### config.mk
export PLATFORM = sky130hd
export DESIGN_NAME = dmem_arbiter
export DESIGN_NICKNAME = d
export VERILOG_FILES = /design/src/rtl/dmem_arb_pkg.sv /design/src/rtl/arb_starve_counter.sv /design/src/rtl/dmem_arbiter.sv
export SDC_FILE = /design/constraint.sdc
export NUM_CORES = 1
export LEC_CHECK = 0
export CORE_UTILIZATION = 35
export DETAILED_ROUTE_END_ITERATION = 8
export PLACE_DENSITY = 0.84
export SYNTH_ARGS = -nofsm -noshare
export SYNTH_HDL_FRONTEND = slang
export SYNTH_HIERARCHICAL = 1
export SYNTH_SLANG_ARGS = --single-unit
### constraint.sdc
create_clock -name clk -period 1.8 [get_ports clk]
set_clock_uncertainty 0.2 [all_clocks]
set_input_delay 0.54 -clock clk [delete_from_list [all_inputs] [get_ports clk]]
set_output_delay 0.54 -clock clk [all_outputs]
set_load 0.01 [all_outputs]
### src/rtl/dmem_arb_pkg.sv
// Shared definitions for the two-port data-memory arbiter: FSM states,
// default geometry and port index constants.
package dmem_arb_pkg;

  typedef enum logic [0:0] {
    ST_IDLE   = 1'b0,
    ST_ACCESS = 1'b1
  } arb_state_e;

  localparam int DMEM_DATA_WIDTH   = 16;
  localparam int DMEM_ADDR_WIDTH   = 16;
  localparam int DMEM_STARVE_LIMIT = 4;

  localparam logic PORT_CPU = 1'b0;
  localparam logic PORT_AUX = 1'b1;

  // One-hot vector for a granted port index.
  function automatic logic [1:0] port_onehot(input logic port);
    return port ? 2'b10 : 2'b01;
  endfunction

endpackage

### src/rtl/arb_starve_counter.sv
// Saturating count of consecutive aux-port losses; sat tells the arbiter
// to force the next contested grant to the aux port.
module arb_starve_counter #(
  parameter int LIMIT = 4
) (
  input  logic clk,
  input  logic reset_n,
  input  logic inc,
  input  logic clr,
  output logic sat
);

  localparam int CW = (LIMIT < 1) ? 1 : $clog2(LIMIT + 1);
  localparam logic [CW-1:0] LIMIT_C = CW'(LIMIT);

  logic [CW-1:0] cnt_r;

  // Count losses; a clear (aux grant) always wins over an increment.
  always_ff @(posedge clk or negedge reset_n) begin
    if (!reset_n) begin
      cnt_r <= {CW{1'b0}};
    end else if (clr) begin
      cnt_r <= {CW{1'b0}};
    end else if (inc && (cnt_r != LIMIT_C)) begin
      cnt_r <= cnt_r + CW'(1);
    end else begin
      cnt_r <= cnt_r;
    end
  end

  assign sat = (cnt_r == LIMIT_C);

endmodule

### src/rtl/dmem_arbiter.sv
// Arbitrates a CPU data port and an aux loader port onto a single async
// SRAM, one access per two cycles, with starvation protection for the aux port.
module dmem_arbiter
  import dmem_arb_pkg::*;
#(
  parameter int DATA_WIDTH   = DMEM_DATA_WIDTH,
  parameter int ADDR_WIDTH   = DMEM_ADDR_WIDTH,
  parameter int STARVE_LIMIT = DMEM_STARVE_LIMIT
) (
  input  logic                  clk,
  input  logic                  reset_n,
  input  logic [1:0]            req_i,
  input  logic [1:0]            we_n_i,
  input  logic [ADDR_WIDTH-1:0] addr0_i,
  input  logic [ADDR_WIDTH-1:0] addr1_i,
  input  logic [DATA_WIDTH-1:0] wdata0_i,
  input  logic [DATA_WIDTH-1:0] wdata1_i,
  output logic [1:0]            gnt_o,
  output logic [1:0]            rvalid_o,
  output logic [DATA_WIDTH-1:0] rdata_o,
  output logic                  busy_o,
  output logic [ADDR_WIDTH-1:0] sram_addr_o,
  output logic                  sram_we_n_o,
  output logic [DATA_WIDTH-1:0] sram_wdata_o,
  input  logic [DATA_WIDTH-1:0] sram_rdata_i
);

  arb_state_e state_r;
  logic       winner_r;
  logic       lat_we_n_r;
  logic       win_s;
  logic       sat_s;
  logic       inc_s;
  logic       clr_s;

  // Port 0 has priority unless port 1 has lost STARVE_LIMIT contested rounds.
  always_comb begin
    win_s = PORT_CPU;
    if (req_i == 2'b10) begin
      win_s = PORT_AUX;
    end else if ((req_i == 2'b11) && sat_s) begin
      win_s = PORT_AUX;
    end else begin
      win_s = PORT_CPU;
    end
  end

  // Counter bookkeeping only on edges where an arbitration actually happens.
  always_comb begin
    inc_s = 1'b0;
    clr_s = 1'b0;
    if (state_r == ST_IDLE) begin
      inc_s = (req_i == 2'b11) && (win_s == PORT_CPU);
      clr_s = req_i[1] && (win_s == PORT_AUX);
    end else begin
      inc_s = 1'b0;
      clr_s = 1'b0;
    end
  end

  arb_starve_counter #(
    .LIMIT (STARVE_LIMIT)
  ) u_starve (
    .clk     (clk),
    .reset_n (reset_n),
    .inc     (inc_s),
    .clr     (clr_s),
    .sat     (sat_s)
  );

  // Two-state access FSM; every output is a register so the SRAM sees clean levels.
  always_ff @(posedge clk or negedge reset_n) begin
    if (!reset_n) begin
      state_r      <= ST_IDLE;
      winner_r     <= PORT_CPU;
      lat_we_n_r   <= 1'b1;
      gnt_o        <= 2'b00;
      rvalid_o     <= 2'b00;
      busy_o       <= 1'b0;
      rdata_o      <= {DATA_WIDTH{1'b0}};
      sram_addr_o  <= {ADDR_WIDTH{1'b0}};
      sram_wdata_o <= {DATA_WIDTH{1'b0}};
      sram_we_n_o  <= 1'b1;
    end else begin
      case (state_r)
        ST_IDLE: begin
          rvalid_o <= 2'b00;
          if (req_i != 2'b00) begin
            state_r      <= ST_ACCESS;
            winner_r     <= win_s;
            lat_we_n_r   <= we_n_i[win_s];
            gnt_o        <= port_onehot(win_s);
            busy_o       <= 1'b1;
            sram_addr_o  <= win_s ? addr1_i : addr0_i;
            sram_wdata_o <= win_s ? wdata1_i : wdata0_i;
            sram_we_n_o  <= we_n_i[win_s];
          end else begin
            state_r     <= ST_IDLE;
            gnt_o       <= 2'b00;
            busy_o      <= 1'b0;
            sram_we_n_o <= 1'b1;
          end
        end
        ST_ACCESS: begin
          state_r     <= ST_IDLE;
          gnt_o       <= 2'b00;
          busy_o      <= 1'b0;
          sram_we_n_o <= 1'b1;
          // The SRAM read path is combinational, so data is valid at this edge.
          if (lat_we_n_r) begin
            rdata_o  <= sram_rdata_i;
            rvalid_o <= port_onehot(winner_r);
          end else begin
            rvalid_o <= 2'b00;
          end
        end
        default: begin
          state_r     <= ST_IDLE;
          gnt_o       <= 2'b00;
          rvalid_o    <= 2'b00;
          busy_o      <= 1'b0;
          sram_we_n_o <= 1'b1;
        end
      endcase
    end
  end

endmodule

### Routing congestion map

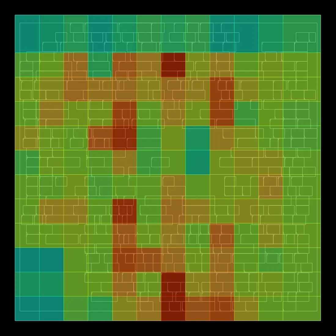
GR met2 Demand/Resource: 34.1%
post-layout util: 63.3%
total track usage: 18.8%

### Placement density heat map

Scale bar: 20 um. The die is cut into 9 by 9 equal tiles; dark blue is low, red is high, 0 to 100% covered.
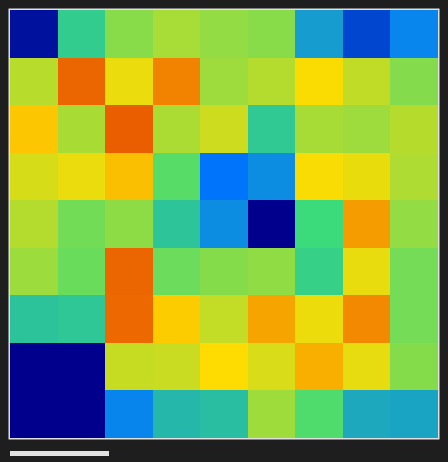
tiles over 75% full = 15%
nearly empty tiles = 6.2%
mean over tiles = 56%

### Cell sizes after repair

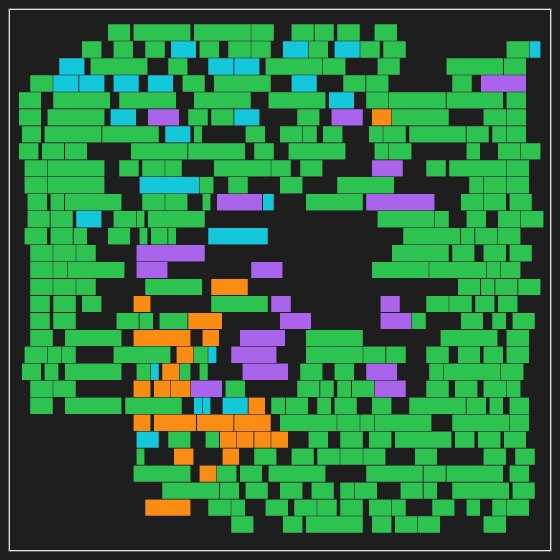
orange -> _3 and _4 cells  # cells 24, share 6.9%
cyan -> _2 cells  # cells 26, share 7.5%
green -> _0 and _1 cells  # cells 277, share 80%
purple -> _6 and larger  # cells 19, share 5.5%

### Cell classes on the final placement

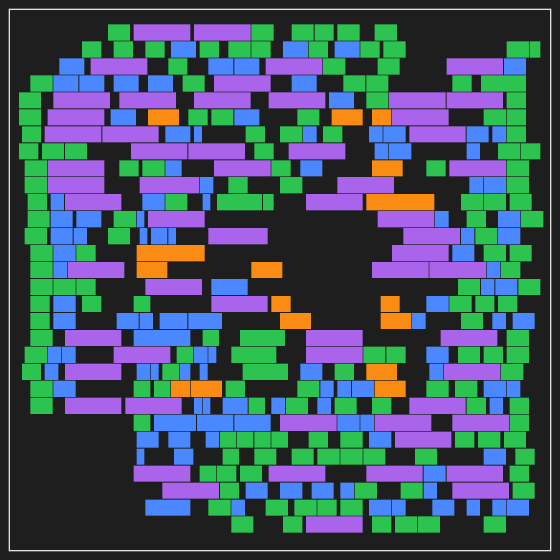
green -> remaining buffers and delay cells  # cells 158
blue -> combinational and other logic  # cells 113
purple -> sequential cells  # cells 59
orange -> clock drivers and dummy loads  # cells 16

==> Slide: Implementation Results <==
Physical Implementation Snapshot

Outcome
  – Status: complete, no violations

Timing
  – Min Tclk post-route: 1.76 ns
  – Relative slew slack: 79.3%
  – Max Slew Vio Count: 0
  – Max Fclk: roughly 570 MHz
  – WHS: approximately 0.0016 ns
  – Setup TNS: 0 ns

Setup path
  – Slowest-stage cell, CP: dfrtp_1
  – Maximum single-stage delay on the critical path: 0.37 ns
  – Worst Reg2Reg Path Length in Cells: 6
  – Worst R2R End: u_starve/cnt_r[0]$_DFFE_PN0P_
  – Buffers plus inverters on the worst setup path: 1
  – Crit end category: register
  – Crit start category: register
  – Worst EP required: 1.82 ns

Logic synthesis
  – Ys async rst share: 100%
  – Unique cell types: 30
  – Post-synth area hogs: dfrtp_1, a221o_1, and2_0
  – Syn Inst Count: 182
  – Synthesized chip area reported by yosys: ~0.0025 mm^2
  – Total number of yosys warnings: 6

Final layout
  – P&R area growth vs syn: 73.6%
  – Logic area: 963 um^2
  – Finished Layout Cells: 442
  – Layout cell share with drive strength beyond 1: 19.9%
  – ANT cells: 0
  – Sequential cell area share: 34.0%
  – Number of logic gates: 105

Global routing
  – Largest net degree at the start of global routing: 60
  – Initial antenna violation count: 0
  – Met1 GRT Util: 20.7%
  – Gr busiest metal: met2
  – GR Layer Usage met3: 5.43%
  – Vias in the first global route: 2,220

CTS
  – Worst skew pair latency: 0.33 ns
  – Clock Root Buffer: clkbuf_8
  – TritonCTS Sinks: between 50 and 60
  – Cts bufs inserted: 9
  – H-tree levels: 3
  – CTS tree: yes

Die
  – Tap cells: 96
  – # IOs: about 140
  – Die W: 86.6 um
  – FP Core Util: 36.4%

Place
  – Dpl cells: 424

Pwr
  – Pwr Density: 1080 mW/mm^2

Min path
  – Hold WC Path Type: input pin to asynchronous set/reset pin

Route
  – Total number of vias: 2,150
how the worst max path moves through the flow:
stage                     depth (start not counted)                            end                          start  slack [ns]
final                                             6  u_starve/cnt_r[0]$_DFFE_PN0P_  u_starve/cnt_r[0]$_DFFE_PN0P_        0.04
after detailed placement                          5  u_starve/cnt_r[0]$_DFFE_PN0P_                       req_i[0]       -0.46
after floorplan                                   6  u_starve/cnt_r[0]$_DFFE_PN0P_  u_starve/cnt_r[0]$_DFFE_PN0P_       0.001
after CTS                                         6  u_starve/cnt_r[0]$_DFFE_PN0P_  u_starve/cnt_r[0]$_DFFE_PN0P_       0.004
after global placement                            5  u_starve/cnt_r[0]$_DFFE_PN0P_                       req_i[0]       -0.41
after global routing                              6  u_starve/cnt_r[0]$_DFFE_PN0P_  u_starve/cnt_r[0]$_DFFE_PN0P_     -0.0002
per-layer routing:
metal	up-vias	part of all wire, %
li1	988	-
met1	1046	39
met2	104	52
met3	12	7.6
met4	0	1.8
met5	-	0
per-stage QoR:
step | power [mW] | setup slack, ns | area [um^2]
3_5_place_dp | 3.47 | -0.460 | 4130
6_report | 4.69 | 0.0396 | 4350
4_1_cts | 4.74 | 0.00411 | 4340
5_1_grt | 4.94 | -0.000229 | 4350
3_3_place_gp | 3.41 | -0.411 | 4130
2_1_floorplan | 2.48 | 0.00111 | 2510
where the power goes:
part           switching [mW]  internal, mW
combinational           0.632         0.875
sequential              0.150          1.64
clock                   0.562         0.831
total                    1.34          3.34
cell families (layout without fill, tap and decap cells):
kind of cell / Yosys count / after routing / share of synthesized area [%]
DFF: 59 / 59 / 59.1
and+or+nand+nor: 44 / 44 / 10.9
AOI/OAI and AO/OA: 41 / 41 / 16.2
muxes: 18 / 18 / 8.20
buffers and inverters: 18 / 182 / 4.55
adders and majority gates: 2 / 2 / 0.999
timing repair:
action / 4_1_cts / 5_1_grt
resized: 64 / 7
pin swaps: 2 / 1
hold endpoints to repair: 0 / 0
endpoints found under the setup margin: 67 / 33
buffers inserted: 2 / 0
hold buffers: 0 / 0
cloned: 0 / 0
state kept, by name (all words and copies together) (netlist names):
| register | cells |
|---|---|
| sram_wdata_o | 16 |
| lat_we_n_r | 1 |
| winner_r | 1 |
| rvalid_o | 2 |
| state_r | 1 |
| sram_addr_o | 16 |
| u_starve/cnt_r | 3 |
| gnt_o | 2 |
| sram_we_n_o | 1 |
| rdata_o | 16 |
placed cells by master, fill, tap and decap left out, types with 2 or more instances in the layout:
cell	Yosys	final
clkbuf_8	0	10
buf_2	1	2
clkdlybuf4s15_1	0	3
inv_1	7	4
nor2_1	2	2
and2_0	32	32
clkdlybuf4s50_1	0	82
dlygate4sd2_1	0	52
buf_4	0	14
dfstp_2	2	2
dfrtp_1	57	57
mux2_2	16	16
a21oi_4	0	2
a221o_1	32	32
clkinv_4	0	2
nand2b_1	3	3
inv_6	0	2
inv_2	1	4
buf_12	0	5
bufinv_16	0	2
Power figures rest on the tool's default switching activity, not on a simulated workload.
